### src/rtl/mem_pkg.sv
// Shared types and widths for the memory-side controller.
// Latency: n/a (declarations only).
// Backpressure: n/a.
package mem_pkg;

    localparam int ADDR_W = 9;
    localparam int DATA_W = 32;
    localparam int CNT_W  = 3;

    typedef enum logic [1:0] {
        IDLE = 2'd0,
        RD   = 2'd1,
        WR   = 2'd2,
        DONE = 2'd3
    } state_t;

endpackage

### src/rtl/mdr_reg.sv
// Memory data register: 32-bit register with a bus load and a memory capture source.
// Latency: one clock from load strobe to q.
// Backpressure: none; memory capture wins over a bus load on the same edge.
//
// Ports: clock, clear (sync active-low), load_bus/bus_data (datapath load),
//        load_mem/mem_data (RAM capture), q (register contents).
module mdr_reg
    import mem_pkg::*;
(
    input  logic              clock,
    input  logic              clear,
    input  logic              load_bus,
    input  logic [DATA_W-1:0] bus_data,
    input  logic              load_mem,
    input  logic [DATA_W-1:0] mem_data,
    output logic [DATA_W-1:0] q
);

    always_ff @(posedge clock) begin
        if (!clear) begin
            q <= '0;
        end else if (load_mem) begin
            q <= mem_data;
        end else if (load_bus) begin
            q <= bus_data;
        end
    end

endmodule

### src/rtl/mem_ctrl.sv
// Memory controller: holds MAR/MDR and turns request pulses into held RAM read/write strobes.
// Latency: request to mem_done is WAIT_STATES+2 cycles; strobe held WAIT_STATES+1 cycles.
// Backpressure: mem_busy high in RD/WR; requests outside IDLE are dropped, not queued.
//
// Ports: clock, clear (sync active-low), BusMuxOut/MARin/MDRin (datapath loads),
//        mem_rd/mem_wr (request pulses), Mdatain (RAM data), ram_read/ram_write/
//        ram_address/ram_wdata (RAM side), MDRout_data, mem_busy, mem_done, mem_err.
// Optional: define MEM_ERR_EN to build the sticky protocol-error flag on mem_err.
module mem_ctrl
    import mem_pkg::*;
#(
    parameter int unsigned WAIT_STATES = 0
) (
    input  logic              clock,
    input  logic              clear,
    input  logic [DATA_W-1:0] BusMuxOut,
    input  logic              MARin,
    input  logic              MDRin,
    input  logic              mem_rd,
    input  logic              mem_wr,
    input  logic [DATA_W-1:0] Mdatain,
    output logic              ram_read,
    output logic              ram_write,
    output logic [ADDR_W-1:0] ram_address,
    output logic [DATA_W-1:0] ram_wdata,
    output logic [DATA_W-1:0] MDRout_data,
    output logic              mem_busy,
    output logic              mem_done,
    output logic              mem_err
);

    localparam logic [CNT_W-1:0] WS_CNT = CNT_W'(WAIT_STATES);

    state_t            state;
    state_t            state_nxt;
    logic [CNT_W-1:0]  cnt;
    logic [CNT_W-1:0]  cnt_nxt;
    logic [ADDR_W-1:0] mar;
    logic [DATA_W-1:0] mdr;
    logic              mdr_cap;
    logic              in_access;
    logic              can_load;

    // Address and write data are frozen while a strobe is active.
    assign in_access = (state == RD) || (state == WR);
    assign can_load  = !in_access;

    always_comb begin
        state_nxt = state;
        cnt_nxt   = cnt;
        mdr_cap   = 1'b0;
        case (state)
            IDLE: begin
                // Write takes priority when both requests arrive together.
                if (mem_wr) begin
                    state_nxt = WR;
                    cnt_nxt   = WS_CNT;
                end else if (mem_rd) begin
                    state_nxt = RD;
                    cnt_nxt   = WS_CNT;
                end
            end
            RD: begin
                if (cnt == '0) begin
                    mdr_cap   = 1'b1;
                    state_nxt = DONE;
                end else begin
                    cnt_nxt = cnt - CNT_W'(1);
                end
            end
            WR: begin
                if (cnt == '0) begin
                    state_nxt = DONE;
                end else begin
                    cnt_nxt = cnt - CNT_W'(1);
                end
            end
            DONE:    state_nxt = IDLE;
            default: state_nxt = IDLE;
        endcase
    end

    // Strobes and status are flops decoded from the next state, so they are
    // glitch-free and line up exactly with the state register.
    always_ff @(posedge clock) begin
        if (!clear) begin
            state     <= IDLE;
            cnt       <= '0;
            mar       <= '0;
            ram_read  <= 1'b0;
            ram_write <= 1'b0;
            mem_busy  <= 1'b0;
            mem_done  <= 1'b0;
        end else begin
            state     <= state_nxt;
            cnt       <= cnt_nxt;
            ram_read  <= (state_nxt == RD);
            ram_write <= (state_nxt == WR);
            mem_busy  <= (state_nxt == RD) || (state_nxt == WR);
            mem_done  <= (state_nxt == DONE);
            if (MARin && can_load) begin
                mar <= BusMuxOut[ADDR_W-1:0];
            end
        end
    end

    mdr_reg u_mdr (
        .clock    (clock),
        .clear    (clear),
        .load_bus (MDRin && can_load),
        .bus_data (BusMuxOut),
        .load_mem (mdr_cap),
        .mem_data (Mdatain),
        .q        (mdr)
    );

    assign ram_address = mar;
    assign ram_wdata   = mdr;
    assign MDRout_data = mdr;

`ifdef MEM_ERR_EN
    logic err_q;
    logic err_set;

    assign err_set = ((mem_rd || mem_wr) && (state != IDLE))
                   || (mem_rd && mem_wr)
                   || ((MARin || MDRin) && in_access);

    always_ff @(posedge clock) begin
        if (!clear) begin
            err_q <= 1'b0;
        end else if (err_set) begin
            err_q <= 1'b1;
        end
    end

    assign mem_err = err_q;
`else
    assign mem_err = 1'b0;
`endif

endmodule

### config.mk
export PLATFORM = sky130hd
export DESIGN_NAME = mem_ctrl
export DESIGN_NICKNAME = d
export VERILOG_FILES = /design/src/rtl/mem_pkg.sv /design/src/rtl/mdr_reg.sv /design/src/rtl/mem_ctrl.sv
export SDC_FILE = /design/constraint.sdc
export NUM_CORES = 1
export LEC_CHECK = 0
export CAP_MARGIN = 20
export CORE_UTILIZATION = 43
export DETAILED_ROUTE_END_ITERATION = 6
export HOLD_SLACK_MARGIN = 0.12
export PLACE_DENSITY = 0.83
export SKIP_CTS_REPAIR_TIMING = 1
export SLEW_MARGIN = 20
export SYNTH_ARGS = -nofsm -noshare
export SYNTH_HDL_FRONTEND = slang
export SYNTH_HIERARCHICAL = 1
export SYNTH_SLANG_ARGS = --single-unit
### constraint.sdc
create_clock -name clock -period 4.98 [get_ports clock]
set_clock_uncertainty 0.05 [all_clocks]
set_input_delay 1.494 -clock clock [delete_from_list [all_inputs] [get_ports clock]]
set_output_delay 1.494 -clock clock [all_outputs]
set_load 0.01 [all_outputs]
### Metal 1, run 1

Scale: 6 px per µm. Supply wires on this layer in grey.
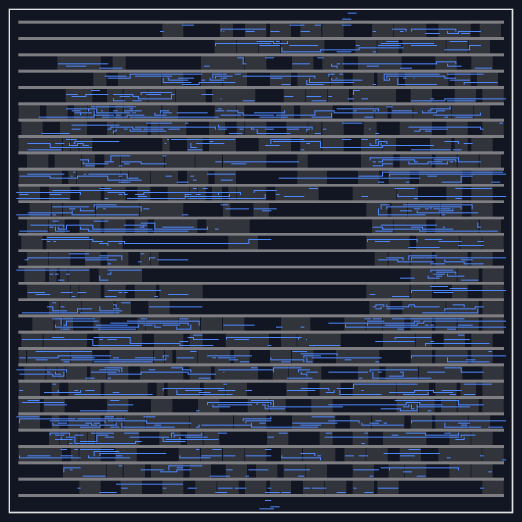
wire length on this layer: 2900 µm
longest straight run: 26.7 µm
main direction: horizontal
share of all routed wire: 44%

### Signal wires on met2, run 1

Scale: 6 px per µm.
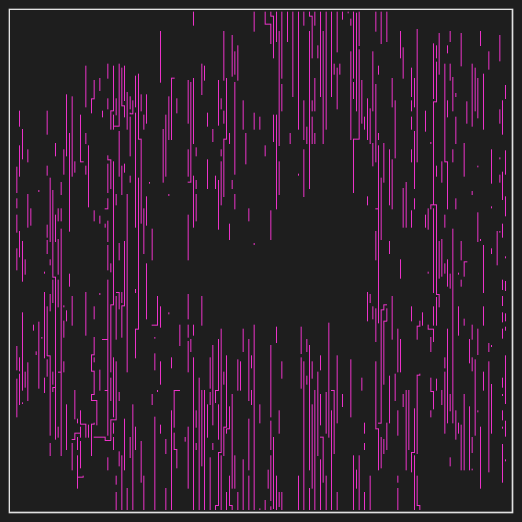
nets with wire on the layer: 412
main direction: vertical
share of all routed wire: 48%
longest straight run: 37.7 µm
wire length on this layer: 3180 µm

### The metal 3 layer, run 1

Scale: 6 px per µm.
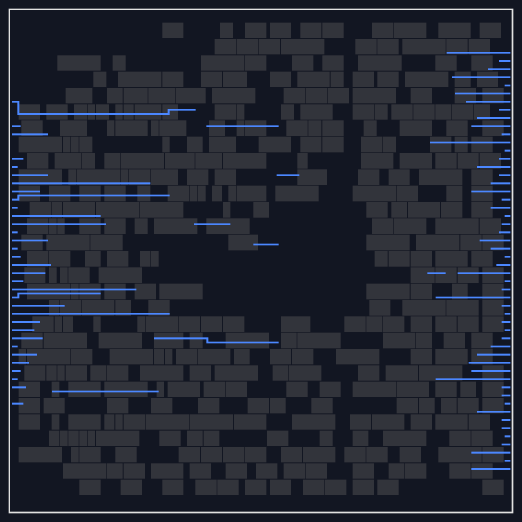
share of all routed wire: 7.6%
nets with wire on the layer: 88
main direction: horizontal
wire length on this layer: 507 µm
longest straight run: 26.0 µm

### Routing congestion map, run 1

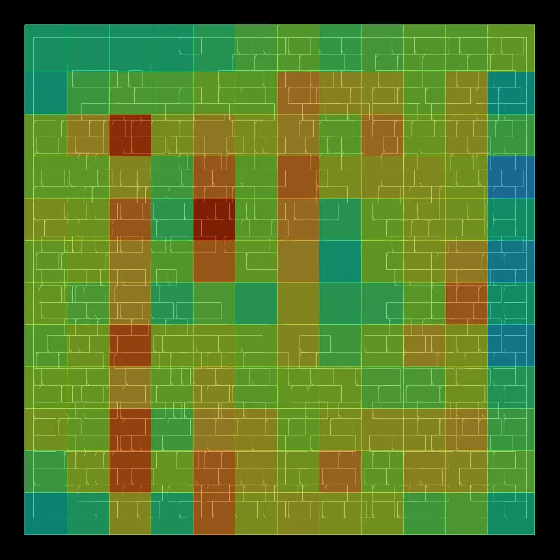
final standard cell utilization of the core: 65.1%
wire per inst: 14.6 µm
met2 usage: 32.0%
GRT met1 Usage: 22.8%

==> results.sh, run 1 <==
# physical design summary
export IMPL_groute_usage_overall_pct=18.6
export IMPL_synth_area_top_cells="sky130_fd_sc_hd__dfxtp_1 35%, sky130_fd_sc_hd__mux2_4 16%, sky130_fd_sc_hd__o211a_1 11%, sky130_fd_sc_hd__buf_4 9.4%, sky130_fd_sc_hd__or2b_1 5.5%"
export IMPL_largestPowerGroup="combinational logic"
export IMPL_ir_worst_vdd_uv=281
export IMPL_top_level_ports=148
export IMPL_whs_endpoint="ram_address[6]"
export IMPL_portBuffers=146
export IMPL_worst_setup_path_end_kind="register"
export IMPL_yosysCellCount=271
export IMPL_reg2reg_to="u_mdr/q[9]"
export IMPL_routed_wirelength_um=6640
export IMPL_final_min_clock_period_ps=3100
export IMPL_cts_buffer_depth=2
export IMPL_ys_top_logic_family="multiplexers"
export IMPL_powerClk_mw=0.251
export IMPL_crit_path_start_kind="input pin"
export IMPL_drt_first_pass_iters=4
export IMPL_ys_warnings_count=6
export IMPL_grt_antenna_before_repair=0
export IMPL_antenna_left=0
export IMPL_tns_ps=0
export IMPL_whs_path_depth=2
export IMPL_seq_power_mw=0.637
export IMPL_grt_setup_unrepaired="false"
export IMPL_dominant_cell_class="buffers"
export IMPL_top_cell="sky130_fd_sc_hd__dfxtp_1"
export IMPL_largest_register="u_mdr/q"
export IMPL_die_w_um=83.6
export IMPL_yosys_area_top_type_share_pct=34.9
export IMPL_core_area_um2=6390
export IMPL_flop_cell="sky130_fd_sc_hd__dfxtp_1"
export IMPL_grt_busiest_layer="met2"
export IMPL_compound_area_share_pct=14.1
export IMPL_drt_vias_per_instance=4.94
export IMPL_setup_slack_ps=1880
export IMPL_pin_count_of_the_biggest_net_entering_global_routing=65
export IMPL_syn_avg_cell_area_um2=10.6
export IMPL_mux_share_pct=17.9
export IMPL_yosys_area_share_simple_pct=14.1
export IMPL_max_cap_violations=0
export IMPL_timing_hold_worst_class="register to register"
export IMPL_hold_slack_ps=409
export IMPL_nonClkBufAreaFrac_pct=35.7
export IMPL_final_cell_mix="146 x sky130_fd_sc_hd__clkdlybuf4s50_1, 50 x sky130_fd_sc_hd__dfxtp_1, 32 x sky130_fd_sc_hd__o211a_1"
export IMPL_p_per_area_nw_per_um2=522
export IMPL_wl_met2_um=3180
export IMPL_stdcell_count=454
export IMPL_n_all_inverters=9
export IMPL_yosysTopAreaCell="sky130_fd_sc_hd__dfxtp_1"
export IMPL_grt_pass1_vias=2229
export IMPL_synth_xor_area_share_pct=0
export IMPL_worst_setup_path_startpoint="MDRin"
export IMPL_synth_cell_area_um2=2870
export IMPL_number_of_flip_flops_in_the_largest_register=32
export IMPL_num_rows=29
export IMPL_path_class="input pin to register"
export IMPL_numSynthFlops=50
export IMPL_synth_cell_type_count=27
export IMPL_timing_fmax_ghz=0.322
export IMPL_worst_setup_hold_path_clk_slew_ps=90
export IMPL_die_size_y_um=83.6
export IMPL_worst_path_largest_cell_delay_ps=470
export IMPL_combinationalPower_mw=1.28
export IMPL_yosysChipArea_um2=2870
export IMPL_ys_async_sr_fraction_pct=0
export IMPL_weighted_congestion_reported_at_the_end_of_routability_driven_placement=0.740
export IMPL_met3_length_um=507
export IMPL_endpoint="u_mdr/q[9]"
export IMPL_p_seq_share_pct=29.4
export IMPL_grt_pass1_wl_um=10700
export IMPL_comb_cells=161
export IMPL_place_inst=446
export IMPL_layout_non_clock_buffers=149
export IMPL_cp_data_arrival_time_ps=3250
export IMPL_floorplan_initialDensity_pct=44.9
export IMPL_worst_hold_path_startpoint="ram_address[6]"
export IMPL_register_area_um2=1000
export IMPL_worst_endpoint_required_ps=5130
export IMPL_reg2reg_setup_slack_ps=2580
export IMPL_cts_htree_levels=2
export IMPL_grt_overflow_total=0
export IMPL_netSwitchingFraction_pct=34.1
export IMPL_postLayoutCellArea_um2=4160
export IMPL_sh_seq_area_pct=24.1
export IMPL_logic_area_um2=1450
export IMPL_finalNetCount=455
export IMPL_n_tap_cell=77
export IMPL_drive_gt1_share_pct=12.5
export IMPL_outcome="finished clean"
export IMPL_reg2reg_from="state[1]"
export IMPL_met3_usage_pct=5.74
export IMPL_final_hold_viol_count=0
export IMPL_critical_path_slowest_cell="sky130_fd_sc_hd__clkdlybuf4s50_1"
export IMPL_p_leak_nw=1.93
export IMPL_final_layout_top_logic_cell="sky130_fd_sc_hd__clkdlybuf4s50_1"
export IMPL_clock_buffer_count=6
export IMPL_cts_inserted_buffers=5
export IMPL_netSwitchingPower_mw=0.739
export IMPL_worst_path_maximum_fanout=12
export IMPL_clock_insertion_delay_worst_skew_ps=310
export IMPL_final_max_slew_viol_count=0
export IMPL_flip_flops_with_a_built_in_enable=0
export IMPL_dpl_worst_slack_ps=1550
export IMPL_syn2layout_area_growth_pct=45.0
export IMPL_sh_comb_area_pct=34.8
export IMPL_clock_tree_from_tritoncts="done"
export IMPL_fillCellCount=491
export IMPL_number_of_drc_markers_in_iteration_0=63
export IMPL_clock_power_share_pct=11.6
export IMPL_seq_cell_count=50
export IMPL_combinational_power_share_pct=59.1
export IMPL_wl_met1_um=2900
export IMPL_design_die_area_um2=6990
export IMPL_finalSetupViolCount=0
export IMPL_syn_inst=271
export IMPL_diodes=0
export IMPL_clock_sink_count=50
export IMPL_timing_critical_path_buf_inv=2
export IMPL_path_depth=5
export IMPL_synthesis_nets=350
export IMPL_critical_path_cell_sequence="clkdlybuf4s50_1 -> nor2b_4 -> buf_4 -> mux2_4 -> o211a_1"
export IMPL_r2r_worst_path_cells=6
export IMPL_p_total_mw=2.17
export IMPL_top_cells_by_count="50 x sky130_fd_sc_hd__dfxtp_1, 36 x sky130_fd_sc_hd__buf_4, 32 x sky130_fd_sc_hd__o211a_1"
export IMPL_measured_slew_at_the_worst_slew_check_pin_ps=1040
export IMPL_placement_cell_area_um2=4060
export IMPL_hpwlAfterDp_um=4790
export IMPL_final_clk_cell_share_pct=2.29
export IMPL_top_signal_layer_used="met4"
export IMPL_post_route_drc_count=0
export IMPL_fa_ha_area_share_pct=3.93
export IMPL_detailroute_via_count=2245
export IMPL_period_used_pct=62.3
export IMPL_cpLargestDelayFamily="buffers and inverters"
export IMPL_worst_max_slew_margin_expressed_relative_to_the_limit_pct=30.8
export IMPL_yosysSeqAreaShare_pct=34.9
==> run 2, diff against run 1 <==
CORE_UTILIZATION = 36   (was 43)
PLACE_DENSITY = 0.74   (was 0.83)
clock period = 2.6 ns   (was 4.98 ns; I/O delays follow)
### Metal 1, run 2

Scale: 4 px per µm. Supply wires on this layer in grey.
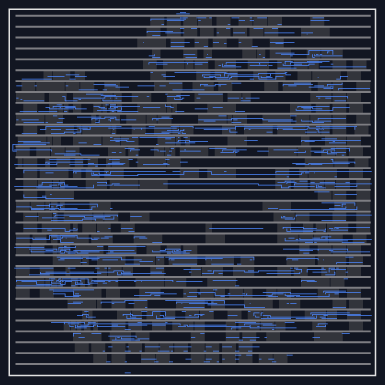
nets with wire on the layer: 372
longest straight run: 23.9 µm
wire length on this layer: 2840 µm
share of all routed wire: 43%

==> run 2 against run 1 <==
Compared with the run above:
- area after synthesis stayed put
- critical path depth is 4 lower
- largest power group unchanged
- count of clock-buffer cells in the layout is 1 higher
- flip-flop count stayed put
- critical endpoint is now ram_wdata[3]
- wire length is 1.8% lower
==> results.sh, run 2 <==
# physical design summary
export IMPL_yosysChipArea_um2=2870
export IMPL_final_clk_cell_share_pct=2.15
export IMPL_core_area_um2=7730
export IMPL_path_class="register to output port"
export IMPL_syn2layout_area_growth_pct=48.5
export IMPL_flip_flops_with_a_built_in_enable=0
export IMPL_final_min_clock_period_ps=2070
export IMPL_grt_busiest_layer="met2"
export IMPL_design_die_area_um2=8320
export IMPL_drt_vias_per_instance=4.61
export IMPL_groute_usage_overall_pct=15.4
export IMPL_pin_count_of_the_biggest_net_entering_global_routing=44
export IMPL_timing_fmax_ghz=0.484
export IMPL_post_drt_wl_per_cell_um=13.5
export IMPL_grt_overflow_total=0
export IMPL_portBuffers=146
export IMPL_numSynthFlops=50
export IMPL_path_depth=1
export IMPL_yosysSeqAreaShare_pct=34.9
export IMPL_cp_data_arrival_time_ps=1240
export IMPL_floorplan_initialDensity_pct=37.1
export IMPL_post_route_drc_count=0
export IMPL_nonClkBufAreaFrac_pct=36.6
export IMPL_yosysTopAreaCell="sky130_fd_sc_hd__dfxtp_1"
export IMPL_synth_cell_type_count=27
export IMPL_outcome="finished clean"
export IMPL_clock_insertion_delay_worst_skew_ps=290
export IMPL_yosys_area_share_simple_pct=14.1
export IMPL_reg2reg_to="u_mdr/q[31]"
export IMPL_endpoint="ram_wdata[3]"
export IMPL_routed_wirelength_um=6520
export IMPL_whs_endpoint="ram_address[6]"
export IMPL_reg2reg_from="state[0]"
export IMPL_critical_path_slowest_cell="sky130_fd_sc_hd__clkdlybuf4s50_1"
export IMPL_timing_hold_worst_class="register to register"
export IMPL_top_cells_by_count="50 x sky130_fd_sc_hd__dfxtp_1, 36 x sky130_fd_sc_hd__buf_4, 32 x sky130_fd_sc_hd__o211a_1"
export IMPL_die_w_um=91.2
export IMPL_largestPowerGroup="combinational logic"
export IMPL_grt_setup_unrepaired="false"
export IMPL_critical_path_cell_sequence="clkdlybuf4s50_1"
export IMPL_sh_seq_area_pct=23.5
export IMPL_cts_htree_levels=2
export IMPL_worst_path_maximum_fanout=3
export IMPL_synth_xor_area_share_pct=0
export IMPL_ys_async_sr_fraction_pct=0
export IMPL_placement_cell_area_um2=4160
export IMPL_mux_share_pct=17.9
export IMPL_number_of_flip_flops_in_the_largest_register=32
export IMPL_place_inst=474
export IMPL_postLayoutCellArea_um2=4260
export IMPL_seq_power_mw=1.22
export IMPL_measured_slew_at_the_worst_slew_check_pin_ps=615
export IMPL_worst_endpoint_required_ps=1770
export IMPL_detailroute_via_count=2221
export IMPL_cts_buffer_depth=2
export IMPL_yosys_area_top_type_share_pct=34.9
export IMPL_worst_setup_path_startpoint="u_mdr/q[3]"
export IMPL_die_size_y_um=91.2
export IMPL_top_signal_layer_used="met4"
export IMPL_drt_first_pass_iters=4
export IMPL_clock_sink_count=50
export IMPL_worst_path_largest_cell_delay_ps=560
export IMPL_drive_gt1_share_pct=12.9
export IMPL_n_tap_cell=102
export IMPL_final_layout_top_logic_cell="sky130_fd_sc_hd__clkdlybuf4s50_1"
export IMPL_antenna_left=0
export IMPL_top_level_ports=148
export IMPL_groute_layer_met2_usage_pct=27.1
export IMPL_number_of_drc_markers_in_iteration_0=30
export IMPL_p_per_area_nw_per_um2=991
export IMPL_met3_usage_pct=4.61
export IMPL_crit_path_start_kind="register"
export IMPL_period_used_pct=79.4
export IMPL_final_cell_mix="146 x sky130_fd_sc_hd__clkdlybuf4s50_1, 50 x sky130_fd_sc_hd__dfxtp_1, 32 x sky130_fd_sc_hd__o211a_1"
export IMPL_timing_critical_path_buf_inv=1
export IMPL_final_hold_viol_count=0
export IMPL_largest_register="u_mdr/q"
export IMPL_tns_ps=0
export IMPL_combinational_power_share_pct=60.0
export IMPL_p_total_mw=4.22
export IMPL_max_cap_violations=0
export IMPL_stdcell_count=482
export IMPL_fa_ha_area_share_pct=3.93
export IMPL_met3_length_um=464
export IMPL_top_cell="sky130_fd_sc_hd__dfxtp_1"
export IMPL_fin_util_pct=55.1
export IMPL_finalSetupViolCount=0
export IMPL_netSwitchingPower_mw=1.40
export IMPL_seq_cell_count=50
export IMPL_logic_area_um2=1450
export IMPL_layout_non_clock_buffers=152
export IMPL_setup_slack_ps=535
export IMPL_worst_setup_path_end_kind="output port"
export IMPL_num_rows=32
export IMPL_worst_hold_path_startpoint="ram_address[6]"
export IMPL_p_seq_share_pct=28.9
export IMPL_flop_cell="sky130_fd_sc_hd__dfxtp_1"
export IMPL_ys_top_logic_family="multiplexers"
export IMPL_fillCellCount=674
export IMPL_dpl_worst_slack_ps=232
export IMPL_whs_path_depth=2
export IMPL_register_area_um2=1000
export IMPL_weighted_congestion_reported_at_the_end_of_routability_driven_placement=0.708
### Routing congestion map, run 2

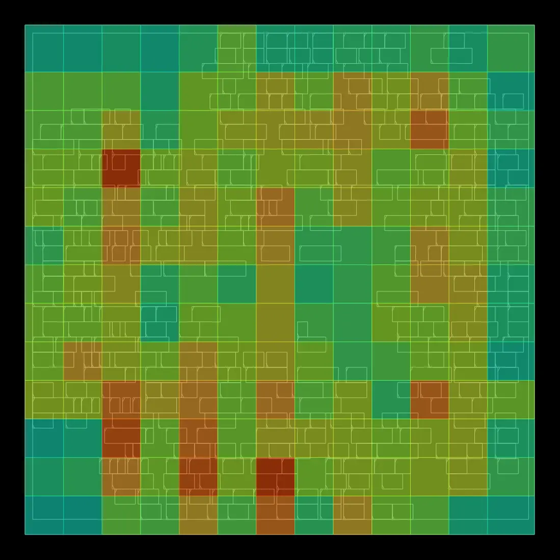

==> run 3, diff against run 2 <==
clock period = 1.82 ns   (was 2.6 ns; I/O delays follow)
### Routing congestion map, run 3

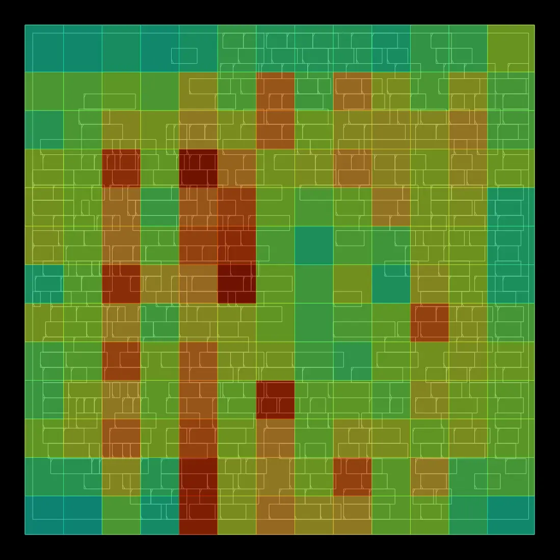
met2 usage: 31.2%
global routing met3 resource utilization: 3.94%
final standard cell utilization of the core: 61.8%
GRT met1 Usage: 19.1%
most utilized layer in the global route result: met2

==> run 3 against run 2 <==
Compared with the run above:
- combinational power up 67%
- register-to-register slack lost 470 ps
- wire length grew 16%
- final area increased by 12%
- largest power group unchanged
- sequential power is 42% higher
- die size unchanged
- first-iteration DRC count increased by 110%
- count of clock-buffer cells in the layout decreased by 1
- cell count rose by 3.7%
- critical path depth increased by 5
- via count grew 6.7%
- flip-flop count unchanged
==> results.sh, run 3 <==
# physical design summary
export IMPL_post_route_drc_count=0
export IMPL_drt_vias_per_instance=4.74
export IMPL_postLayoutCellArea_um2=4780
export IMPL_numSynthFlops=50
export IMPL_finalNetCount=476
export IMPL_final_cell_mix="77 x sky130_fd_sc_hd__clkdlybuf4s50_1, 69 x sky130_fd_sc_hd__dlymetal6s2s_1, 42 x sky130_fd_sc_hd__dfxtp_1"
export IMPL_num_rows=32
export IMPL_top_cells_by_count="50 x sky130_fd_sc_hd__dfxtp_1, 36 x sky130_fd_sc_hd__buf_4, 32 x sky130_fd_sc_hd__o211a_1"
export IMPL_top_cell="sky130_fd_sc_hd__dfxtp_1"
export IMPL_met3_length_um=429
export IMPL_cp_data_arrival_time_ps=1960
export IMPL_dominant_cell_class="buffers"
export IMPL_yosysChipArea_um2=2870
export IMPL_die_w_um=91.2
export IMPL_number_of_drc_markers_in_iteration_0=64
export IMPL_floorplan_initialDensity_pct=37.1
export IMPL_cts_htree_levels=2
export IMPL_worst_path_maximum_fanout=8
export IMPL_weighted_congestion_reported_at_the_end_of_routability_driven_placement=0.724
export IMPL_wl_met1_um=3110
export IMPL_clock_tree_from_tritoncts="done"
export IMPL_combinationalPower_mw=4.22
export IMPL_detailroute_via_count=2369
export IMPL_final_max_slew_viol_count=0
export IMPL_post_drt_wl_per_cell_um=15.2
export IMPL_setup_slack_ps=2.97
export IMPL_yosys_area_share_simple_pct=14.1
export IMPL_ir_worst_vdd_uv=760
export IMPL_worst_setup_path_end_kind="register"
export IMPL_sh_comb_area_pct=31.8
export IMPL_worst_path_largest_cell_delay_ps=450
export IMPL_whs_path_depth=2
export IMPL_core_area_um2=7730
export IMPL_logic_area_um2=1520
export IMPL_r2r_worst_path_cells=7
export IMPL_period_used_pct=99.8
export IMPL_whs_endpoint="ram_address[8]"
export IMPL_register_area_um2=1010
export IMPL_n_all_inverters=9
export IMPL_fa_ha_area_share_pct=3.93
export IMPL_comb_cells=161
export IMPL_pin_count_of_the_biggest_net_entering_global_routing=40
export IMPL_timing_critical_path_buf_inv=3
export IMPL_reg2reg_setup_slack_ps=80
export IMPL_sh_seq_area_pct=21.2
export IMPL_p_per_area_nw_per_um2=1450
export IMPL_final_layout_top_logic_cell="sky130_fd_sc_hd__clkdlybuf4s50_1"
export IMPL_worst_setup_path_startpoint="MDRin"
export IMPL_syn_avg_cell_area_um2=10.6
export IMPL_crit_path_start_kind="input pin"
export IMPL_drt_first_pass_iters=4
export IMPL_max_cap_violations=0
export IMPL_nonClkBufAreaFrac_pct=40.6
export IMPL_reg2reg_to="u_mdr/q[4]"
export IMPL_ys_async_sr_fraction_pct=0
export IMPL_netSwitchingPower_mw=2.26
export IMPL_worst_setup_hold_path_clk_slew_ps=90
export IMPL_antenna_left=0
export IMPL_synth_cell_area_um2=2870
export IMPL_ys_warnings_count=6
export IMPL_portBuffers=146
export IMPL_path_class="input pin to register"
export IMPL_tns_ps=0
export IMPL_final_clk_cell_share_pct=2.99
export IMPL_design_die_area_um2=8320
export IMPL_grt_antenna_before_repair=0
export IMPL_finalSetupViolCount=0
export IMPL_yosysTopAreaCell="sky130_fd_sc_hd__dfxtp_1"
export IMPL_synth_area_top_cells="sky130_fd_sc_hd__dfxtp_1 35%, sky130_fd_sc_hd__mux2_4 16%, sky130_fd_sc_hd__o211a_1 11%, sky130_fd_sc_hd__buf_4 9.4%, sky130_fd_sc_hd__or2b_1 5.5%"
export IMPL_outcome="finished clean"
export IMPL_p_seq_share_pct=25.1
export IMPL_hpwlAfterDp_um=5300
export IMPL_clock_buffer_count=6
export IMPL_yosysCellCount=271
export IMPL_syn2layout_area_growth_pct=66.7
export IMPL_wl_met2_um=3950
export IMPL_timing_fmax_ghz=0.550
export IMPL_grt_pass1_vias=2369
export IMPL_die_size_y_um=91.2
export IMPL_top_signal_layer_used="met4"
export IMPL_reg2reg_from="state[1]"
export IMPL_path_depth=6
export IMPL_seq_cell_count=50
export IMPL_grt_pass1_wl_um=11300
export IMPL_ys_top_logic_family="multiplexers"
export IMPL_groute_usage_overall_pct=16.9
export IMPL_mux_share_pct=17.9
export IMPL_worst_endpoint_required_ps=1970
export IMPL_number_of_flip_flops_in_the_largest_register=32
export IMPL_synthesis_nets=350
export IMPL_seq_power_mw=1.73
export IMPL_cts_buffer_depth=2
export IMPL_grt_setup_unrepaired="true"
export IMPL_yosysSeqAreaShare_pct=34.9
export IMPL_largest_register="u_mdr/q"
export IMPL_yosys_area_top_type_share_pct=34.9
export IMPL_hold_slack_ps=411
export IMPL_critical_path_cell_sequence="clkdlybuf4s50_1 -> nor2b_4 -> buf_12 -> clkbuf_16 -> mux2_4 -> o211a_1"
export IMPL_drive_gt1_share_pct=21.6
export IMPL_largestPowerGroup="combinational logic"
export IMPL_p_total_mw=6.91
export IMPL_timing_hold_worst_class="register to register"
export IMPL_final_hold_viol_count=0
export IMPL_combinational_power_share_pct=61.0

==> layout pictures side by side <==
Clock distribution.
Scale: 3 px per µm.
shot_01.png
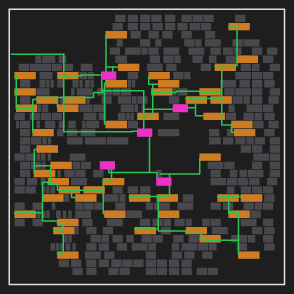
shot_02.png
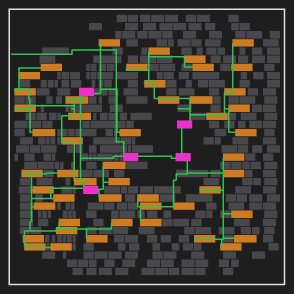
shot_03.png
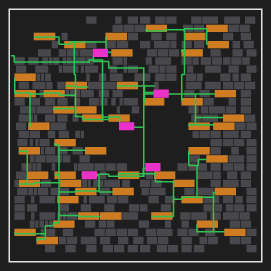
Of these, smallest die: shot_03.png
| from | picture |
|---|---|
| run 1 | shot_03.png |
| run 3 | shot_02.png |
| run 2 | shot_01.png |

Key to shot_01.png:
[clock wires] green | length: 618 µm
[flip-flops] orange | count: 50
[cells driving clock nets] magenta | count: 5
routed clock nets: 6

Power is estimated from default activity; no workload was simulated.
